Figure 1. The metal 2 layer (run 1).
Drawn at 2 px/um. Cells faint in the background.
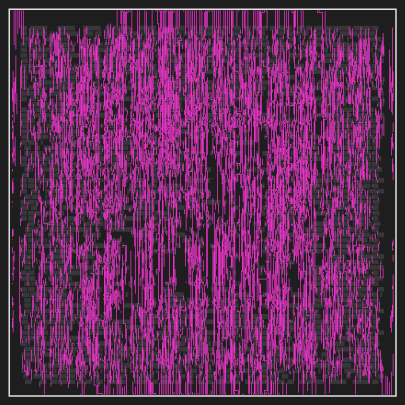
Figure 2. Clock distribution (run 1).
Drawn at 3 px/um.
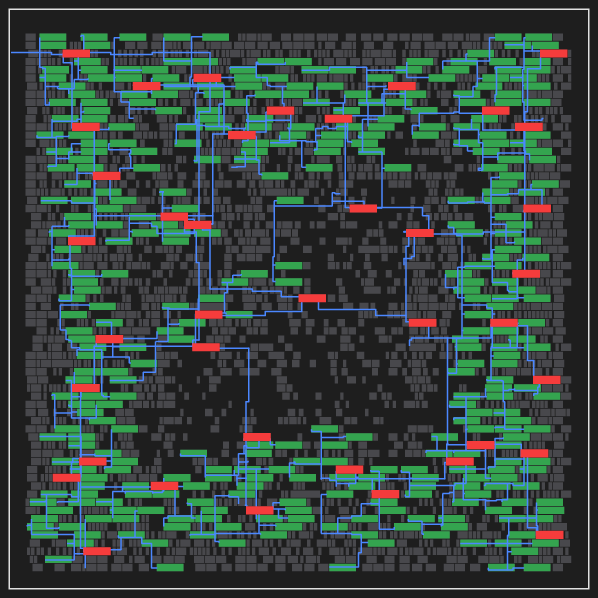
Figure 3. Clock nets (run 1).
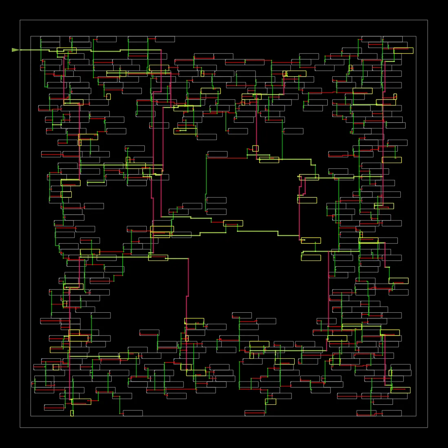
Figure 4. Pin map (run 1).
Drawn at 1.5 px/um. Pins as bars across the die edge, other pins in grey.
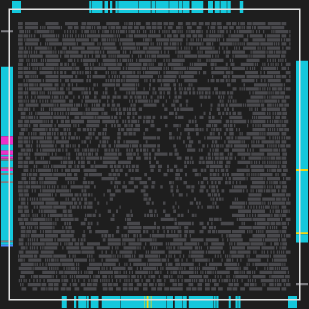
<file path="src/rtl/du_snapshot_streamer.sv">
// du_snapshot_streamer: captures a packed pipeline snapshot on a start pulse and
// streams it out as an optional header byte, the LSB-first payload chunks and an
// optional XOR checksum. Each chunk is offered over a valid/ready handshake
// towards the UART TX FIFO.
module du_snapshot_streamer #(
  parameter int                 NB_SNAP    = 341,
  parameter int                 NB_BYTE    = 8,
  parameter bit                 HEADER_EN  = 1'b1,
  parameter logic [NB_BYTE-1:0] HEADER_VAL = NB_BYTE'(8'hA5),
  parameter bit                 CHKSUM_EN  = 1'b1,
  localparam int                N_CHUNKS   = (NB_SNAP + NB_BYTE - 1) / NB_BYTE,
  localparam int                NB_CNT     = $clog2(N_CHUNKS + 1)
) (
  input  logic               i_clk,
  input  logic               i_reset,
  input  logic               i_start,
  input  logic               i_abort,
  input  logic [NB_SNAP-1:0] i_snapshot,
  input  logic               i_tx_ready,
  output logic [NB_BYTE-1:0] o_tx_data,
  output logic               o_tx_valid,
  output logic               o_busy,
  output logic               o_done,
  output logic [NB_CNT-1:0]  o_chunk_idx
);

  typedef enum logic [2:0] {
    S_IDLE,
    S_HEADER,
    S_PAYLOAD,
    S_CHKSUM,
    S_DONE
  } state_e;

  localparam logic [NB_CNT-1:0] LAST_IDX = NB_CNT'(N_CHUNKS - 1);

  state_e                            state_q, state_d;
  logic [N_CHUNKS-1:0][NB_BYTE-1:0]  shadow_q, shadow_d;
  logic [NB_BYTE-1:0]                chk_q, chk_d;
  logic [NB_CNT-1:0]                 idx_q, idx_d;
  logic [N_CHUNKS*NB_BYTE-1:0]       snap_pad;
  logic [NB_BYTE-1:0]                pay_chunk;

  // Zero-extend the snapshot to a whole number of chunks so the last chunk is padded.
  always_comb begin
    snap_pad              = '0;
    snap_pad[NB_SNAP-1:0] = i_snapshot;
  end

  // Select the payload chunk addressed by the current index.
  always_comb begin
    pay_chunk = '0;
    for (int i = 0; i < N_CHUNKS; i++) begin
      if (idx_q == NB_CNT'(i)) pay_chunk = shadow_q[i];
    end
  end

  // Next-state and handshake outputs; outputs are decoded from state only, so
  // data/valid stay stable while the consumer stalls.
  always_comb begin
    state_d    = state_q;
    shadow_d   = shadow_q;
    chk_d      = chk_q;
    idx_d      = idx_q;
    o_tx_data  = '0;
    o_tx_valid = 1'b0;
    o_busy     = 1'b0;
    o_done     = 1'b0;
    case (state_q)
      S_IDLE: begin
        // Abort beats start: nothing is captured when both are high.
        if (i_start && !i_abort) begin
          shadow_d = snap_pad;
          chk_d    = '0;
          idx_d    = '0;
          state_d  = HEADER_EN ? S_HEADER : S_PAYLOAD;
        end
      end
      S_HEADER: begin
        o_tx_data  = HEADER_VAL;
        o_tx_valid = 1'b1;
        o_busy     = 1'b1;
        if (i_tx_ready) begin
          idx_d   = '0;
          state_d = S_PAYLOAD;
        end
      end
      S_PAYLOAD: begin
        o_tx_data  = pay_chunk;
        o_tx_valid = 1'b1;
        o_busy     = 1'b1;
        if (i_tx_ready) begin
          chk_d = chk_q ^ pay_chunk;
          // After the last chunk the index rests at N_CHUNKS for CHKSUM/DONE.
          idx_d = idx_q + NB_CNT'(1);
          if (idx_q == LAST_IDX) state_d = CHKSUM_EN ? S_CHKSUM : S_DONE;
        end
      end
      S_CHKSUM: begin
        o_tx_data  = chk_q;
        o_tx_valid = 1'b1;
        o_busy     = 1'b1;
        if (i_tx_ready) state_d = S_DONE;
      end
      S_DONE: begin
        o_done  = 1'b1;
        idx_d   = '0;
        state_d = S_IDLE;
      end
      default: begin
        idx_d   = '0;
        state_d = S_IDLE;
      end
    endcase
    // Abort drops any transfer in flight; a chunk taken on this edge is simply gone.
    if (state_q != S_IDLE && i_abort) begin
      idx_d   = '0;
      state_d = S_IDLE;
    end
  end

  assign o_chunk_idx = idx_q;

  // State, shadow image, running checksum and chunk index registers.
  always_ff @(posedge i_clk or negedge i_reset) begin
    if (!i_reset) begin
      state_q  <= S_IDLE;
      shadow_q <= '0;
      chk_q    <= '0;
      idx_q    <= '0;
    end else begin
      state_q  <= state_d;
      shadow_q <= shadow_d;
      chk_q    <= chk_d;
      idx_q    <= idx_d;
    end
  end

endmodule

</file>
<file path="config.mk">
export PLATFORM = sky130hd
export DESIGN_NAME = du_snapshot_streamer
export DESIGN_NICKNAME = d
export VERILOG_FILES = /design/src/rtl/du_snapshot_streamer.sv
export SDC_FILE = /design/constraint.sdc
export NUM_CORES = 1
export LEC_CHECK = 0
export CAP_MARGIN = 20
export CORE_MARGIN = 5
export CORE_UTILIZATION = 55
export CTS_CLUSTER_SIZE = 12
export DETAILED_ROUTE_END_ITERATION = 12
export PLACE_DENSITY = 0.84
export SLEW_MARGIN = 5
export SYNTH_ARGS = -nofsm -noshare
export SYNTH_HDL_FRONTEND = slang
export SYNTH_SLANG_ARGS = --single-unit
</file>
<file path="constraint.sdc">
create_clock -name i_clk -period 9.4 [get_ports i_clk]
set_clock_uncertainty 0.1 [all_clocks]
set_input_delay 1.88 -clock i_clk [delete_from_list [all_inputs] [get_ports i_clk]]
set_output_delay 1.88 -clock i_clk [all_outputs]
set_load 0.03 [all_outputs]
</file>
==> impl_metrics.ini, run 1 <==
; synthesis and place-and-route metrics
[final_timing]
fmax_mhz = 135
tightestPinTransition_ns = 1.05
period_minus_slack_ns = 7.41
finalHoldViolations = 0
slew_headroom = 0.301
fin_setup_tns_ns = 0
fin_ws_ns = 1.99
holdWs_ns = 0.377
setup_violations = 0
drv_slew = 0
period_used_share = 0.788
rsz0062_at_grt = false

[synth]
compound_area_frac = 0.135
async_reset_ff_frac = 1.00
top_logic_kind = simple AND/OR/NAND/NOR gates
synth-edff-count = 0
yosysWarnings = 0
ys_seq_frac = 0.488
ys_ff = 358
ys_area_mm2 = 0.0183
synth_cells = 2312
synth.most_common_cell = nand2_1
yosys.area_share.simple = 0.333
avgSynthCellArea_um2 = 7.94
ys_cells = 2312
ff_type = dfrtp_1
synth_cell_type_count = 96
top_area_frac = 0.488
mux_share = 0.00273
synth_top_cell_by_area = dfrtp_1
top_cells_by_area = dfrtp_1 (49%), nand2_1 (23%), nor2_1 (2.0%)
xor_share = 0.000955
netlist_area_mm2 = 0.0183
top_cells_by_count = nand2_1 (1,117), dfrtp_1 (358), nor2_1 (98), clkbuf_1 (88), o21ai_0 (65)

[worst_setup_path]
crit_top_cell = nand3_1
r2r_slack_ns = 4.96
reg2reg_depth = 10
end_kind = output port
critPathKind = reg2out
path_buffers = 2
worstPathRequired_ns = 7.42
crit_start = o_chunk_idx[2]
worst_path_largest_cell_delay_ns = 0.97
timing.rr.start = o_chunk_idx[2]
path_delay_family = AND-OR/OR-AND gates
cp_slowest_cell = dfrtp_1
reg2reg_to = chk_q[0]
worstPathCellList = nor2b_1 > buf_4 > nand3_1 > o311ai_0 > nor3_1 > o41a_1 > a31oi_1 > nand3_1 > o31ai_1 > clkdlybuf4s50_1
start_kind = register
cp_max_fo = 31

[power_and_ir_drop]
pg_comb_mw = 1.58
power.share.sequential = 0.491
power_frac_comb = 0.262
maxPowerGroup = sequential cells
peakVddDrop_mv = 0.228
power_switching_mw = 2.29
internal_power_mw = 3.75
switching_share = 0.379
powerSeq_mw = 2.97
clkPwrFrac = 0.247
leakage_nw = 11.1

[drt]
drcViolationCount = 0
wl_per_cell_um = 23.2
routed.top_layer = met5
vias_per_cell = 6.20
wl_met2_um = 32100
met3_length_um = 7460
drt_iter0_markers = 2547
met1Wirelength_um = 28600
vias = 19000
drtPass1Iterations = 6
finalWirelength_um = 71000
drtAntennaViolNets = 0

[global_route]
grt_use_met2 = 0.583
antenna_found_initial = 1
grt_pass1_vias = 18500
grt_max_degree = 150
grt_overflow = 0
grt_busiest_layer = met2
use_met3 = 0.0705
gr-usage-met1 = 0.532
grt_pass1_wl_um = 107000
grt_use_total = 0.374

[cells_and_area]
n_fill_cell = 2503
sh_comb_area = 0.375
nets = 2949
clock_area_frac = 0.0526
buffer_area_frac = 0.163
comb_cells = 1807
inverters = 12
design_area_mm2 = 0.0233
fin_util = 0.713
final-comb-area_mm2 = 0.00874
largestClassByArea = flip-flops and latches
nNonClkBuffers = 381
diodes = 0
seq_area_mm2 = 0.00896
area_growth_pct = 27.1
seq_share = 0.384
drive_gt1_frac = 0.0461

[worst_hold_path]
hp-start = shadow_q[333]
holdPathStages = 2
whs_endpoint = shadow_q[333]
hp-class = reg2reg

[clock_tree]
clkTransAtPathRegs_ns = 0.06
hold_buffers = 0
cts_tree = done
ctsLongestPathBuffers = 3
root_buffer = clkbuf_16
post-cts-setup-buffers = 0
htreeDepth = 2
cts_resized = 0
clock.latency.late_pin_ns = 0.53

[floorplan]
floorplanUtilization = 0.561
pin_count = 363
die-area_mm2 = 0.0371
rows = 66
nWellTaps = 442
coreArea_mm2 = 0.0327

[status]
status = finished, final reports clean

[run]
warning_count = 35
maxCapViolations = 0

[place]
hpwl_um = 53300
routabilityCongestion = 1.01
dpl-instance-area_mm2 = 0.0221
place_ws_ns = 2.72
## Picture notes: Figure 1
nets with wire on the layer: 2,506
wire length on this layer: 32.1 mm
longest straight run: 64.6 um
share of all routed wire: 45%
main direction: vertical

## Picture notes: Figure 2
[clock wires] blue | length: 4,260 um
[flip-flops] green | count: 358
[cells driving clock nets] red | count: 39
routed clock nets: 40
flops lie: spread over the die

## Picture notes: Figure 3
flip-flops: 358
clkbuf count: 56
Clock Power: 1.49 mW
CTS Buf Count: 39
CTS Sinks: 358

## Picture notes: Figure 4
[i_abort] blue | pins: 1 | direction: input | edge: left
[o_tx_data] magenta | pins: 8 | direction: output | edge: left
[i_snapshot] cyan | pins: 341 | direction: input | edge: 95 bottom, 87 right, 85 top, 74 left
[o_chunk_idx] yellow | pins: 6 | direction: output | edge: 4 bottom, 2 right
Die W: 193 um
die height: 193 um
port bufs: 362

run 1: state kept, by name, indices dropped and copies added, names as in the netlist:
signal	cells
o_chunk_idx	6
shadow_q	341
chk_q	8
state_q	3
run 1: stage by stage:
stage,cells,total power [mW]
2_1_floorplan,2312,3.62
3_3_place_gp,2999,4.39
3_5_place_dp,2999,4.47
4_1_cts,3063,6.00
5_1_grt,3064,6.34
6_report,3064,6.04
run 1: cells in the final DEF, fill, tap and decap left out, types with 6 or more instances in the layout:
cell / count
nand2_1: 1117
clkdlybuf4s50_1: 361
dfrtp_1: 358
nor2_1: 98
o21ai_0: 65
a21oi_1: 50
nor3_1: 41
clkbuf_16: 41
nand3_1: 37
a221oi_1: 28
o22ai_1: 27
a31oi_1: 23
a211oi_1: 18
o211ai_1: 18
buf_4: 17
nand4_1: 14
nor4_1: 13
and3_1: 13
nand2b_1: 12
a221o_1: 11
o31ai_1: 11
nand3b_1: 10
inv_1: 10
clkbuf_1: 10
nor2_2: 9
o221ai_1: 9
or3_1: 9
a22oi_1: 8
o2111ai_1: 7
a2111oi_0: 7
a32oi_1: 7
nor2b_1: 6
and3b_1: 6
and2_1: 6
or4_1: 6
run 1: worst max path at each step:
stage	end	slack (ns)	cells after the start
floorplan	o_tx_data[5]	4.22	10
global placement	o_tx_data[0]	2.82	10
finish	o_tx_data[0]	1.99	10
CTS	o_tx_data[4]	2.15	11
global route	o_tx_data[5]	1.85	9
detailed placement	o_tx_data[4]	2.72	11
run 1: worst reg2reg max path: cells and delay by family, from the launching register on:
| family | cells | cell delay [ns] |
|---|---|---|
| AOI/OAI and AO/OA | 4 | 1.44 |
| buffers and inverters | 1 | 0.34 |
| DFF | 1 | 0.97 |
| muxes | 1 | 0.23 |
| and+or+nand+nor | 4 | 1.26 |
## Run 2: what changed since run 1
--- a/config.mk
+++ b/config.mk
@@ -7,10 +7,10 @@
 export LEC_CHECK = 0
 export CAP_MARGIN = 20
 export CORE_MARGIN = 5
-export CORE_UTILIZATION = 55
+export CORE_UTILIZATION = 47
 export CTS_CLUSTER_SIZE = 12
 export DETAILED_ROUTE_END_ITERATION = 12
-export PLACE_DENSITY = 0.84
+export PLACE_DENSITY = 0.77
 export SLEW_MARGIN = 5
 export SYNTH_ARGS = -nofsm -noshare
 export SYNTH_HDL_FRONTEND = slang
==> constraint.sdc (replaced) <==
create_clock -name i_clk -period 6.8 [get_ports i_clk]
set_clock_uncertainty 0.1 [all_clocks]
set_input_delay 1.36 -clock i_clk [delete_from_list [all_inputs] [get_ports i_clk]]
set_output_delay 1.36 -clock i_clk [all_outputs]
set_load 0.03 [all_outputs]
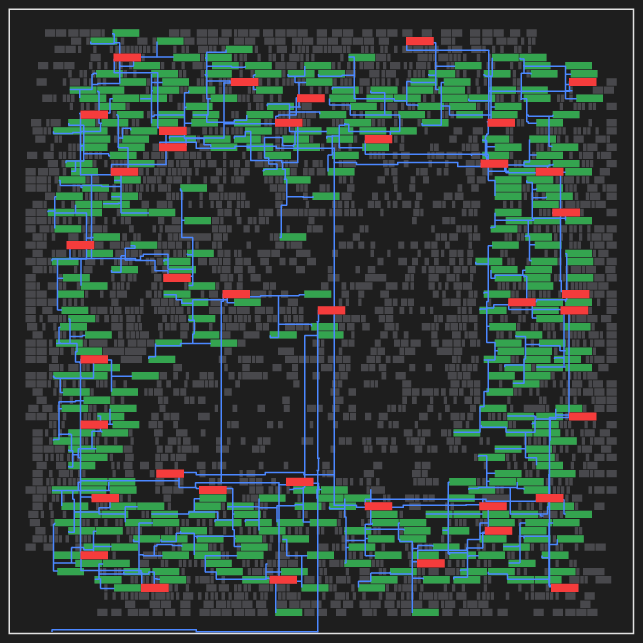
Figure 5: run 2, clock distribution.
Drawn at 3 px/um.
[clock wires] blue | length: 4,480 um
[cells driving clock nets] red | count: 38
[flip-flops] green | count: 358
flops lie: spread over the die

==> impl_metrics.ini, run 2 <==
; synthesis and place-and-route metrics
[status]
status = finished, final reports clean

[drt]
finalWirelength_um = 70800
wl_met2_um = 31800
drcViolationCount = 0
drt_iter0_markers = 2305
met1Wirelength_um = 30700
vias = 18300
drtPass1Iterations = 6
routed.top_layer = met5
wl_per_cell_um = 22.6
met3_length_um = 6260
drtAntennaViolNets = 0

[floorplan]
pin_count = 363
die_y_um = 208
rows = 72
die-area_mm2 = 0.0431
coreArea_mm2 = 0.0386
die_width_um = 208

[global_route]
gr-usage-met1 = 0.463
grt_use_total = 0.319
grt_busiest_layer = met2
grt_max_degree = 206
grt_overflow = 0
grt_pass1_vias = 18000
antenna_found_initial = 3

[clock_tree]
clock-sinks = 358
clock.latency.late_pin_ns = 0.57
htreeDepth = 2
root_buffer = clkbuf_16
post-cts-setup-buffers = 0
clkTransAtPathRegs_ns = 0.07
cts_buffers = 38
hold_buffers = 0
ctsLongestPathBuffers = 3

[final_timing]
slew_headroom = 0.293
fin_ws_ns = 0.202
setup_violations = 0
period_used_share = 0.970
rsz0062_at_grt = false
holdWs_ns = 0.378
fin_setup_tns_ns = 0
tightestPinTransition_ns = 1.06
period_minus_slack_ns = 6.60

[power_and_ir_drop]
power_frac_comb = 0.263
internal_power_mw = 5.08
power_clock_mw = 1.95
p_total_mw = 8.17
power.share.sequential = 0.499
peakVddDrop_mv = 0.317
switching_share = 0.378
leakage_nw = 11.1
powerSeq_mw = 4.07

[cells_and_area]
layout.cells.non_filler = 3140
nets = 2955
diodes = 0
area_growth_pct = 27.5
final_cell_mix = nand2_1 (1,117), clkdlybuf4s50_1 (361), dfrtp_1 (358)
final_common_cell = nand2_1
largest_register_ffs = 341
drive_gt1_frac = 0.0477
top_register = shadow_q

[place]
place_inst = 3083
hpwl_um = 53700
dpl-instance-area_mm2 = 0.0223
routabilityCongestion = 0.999
port_buffers = 362

[synth]
synth_top_cell_by_area = dfrtp_1
ff_type = dfrtp_1
ys_ff = 358
top_area_frac = 0.488
top_cells_by_count = nand2_1 (1,117), dfrtp_1 (358), nor2_1 (98), clkbuf_1 (88), o21ai_0 (65)
synth_cells = 2312
async_reset_ff_frac = 1.00
avgSynthCellArea_um2 = 7.94
synth-edff-count = 0
synth_cell_type_count = 96
synth.most_common_cell = nand2_1

[worst_setup_path]
worstPathRequired_ns = 5.34
end_kind = output port
start_kind = register
critPathKind = reg2out

[worst_hold_path]
hp-class = reg2reg

[run]
warning_count = 41
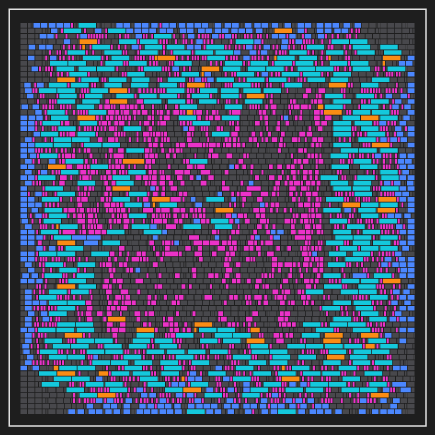
Figure 6: run 2, cells coloured by class.
Drawn at 2 px/um. Fill, decap, tap and diode cells in grey.
[all other logic] magenta | cells: 1,819
[other buffers and delay cells] blue | cells: 388
[clock drivers and dummy loads] orange | cells: 57
[flip-flops] cyan | cells: 358
final core utilization: 0.605
post-route cell area: 0.0234 mm^2

-- run 2: worst paths after layout --
path                                startpoint       endpoint  slack (ns)  cells past startpoint
worst min-delay path             shadow_q[319]  shadow_q[319]        0.38                      2
worst max-delay path            o_chunk_idx[0]   o_tx_data[6]        0.20                     12
worst min register to register   shadow_q[319]  shadow_q[319]        0.38                      2
worst max register to register  o_chunk_idx[0]       chk_q[6]        2.69                     11
max in group asynchronous              i_reset  shadow_q[332]        4.74                      2
min in group asynchronous              i_reset  shadow_q[121]        0.69                      1
-- run 2: cell type report --
cell class / instances / area (um^2)
Clock buffer: 50 / 1050
Timing Repair Buffer: 388 / 3890
Fill cell: 3411 / 15200
Tap cell: 518 / 648
Clock inverter: 7 / 70.1
Sequential cell: 358 / 8960
Inverter: 12 / 47.5
Multi-Input combinational cell: 1807 / 8740
-- run 2: what timing repair did --
action | CTS | global route
hold endpoints to repair | 0 | 0
endpoints found under the setup margin | 0 | 2
gates resized | 0 | 2
-- run 2: cell families after synthesis --
kind of cell             count (synthesis)  synth area share
AND-OR/OR-AND                          352             0.135
XOR/XNOR                                 2          0.000955
adder cells (fa/ha/maj)                  4           0.00273
buffers and inverters                  147            0.0366
flip-flops                             358             0.488
multiplexers                             5           0.00273
AND/OR/NAND/NOR                       1444             0.333
-- run 2: worst max-delay path, stage by stage, from the launching register on --
cell and delay (ns):
dfrtp_1 0.46, inv_1 0.13, ha_2 0.49, or3b_4 0.54, nor2_1 0.29, a221oi_1 0.11, o31ai_1 0.52, a2111oi_1 0.26
o211ai_1 0.34, a21oi_1 0.17, or2b_1 0.25, o22ai_1 0.26, clkdlybuf4s50_1 0.74
Power figures rest on the tool's default switching activity, not on a simulated workload.
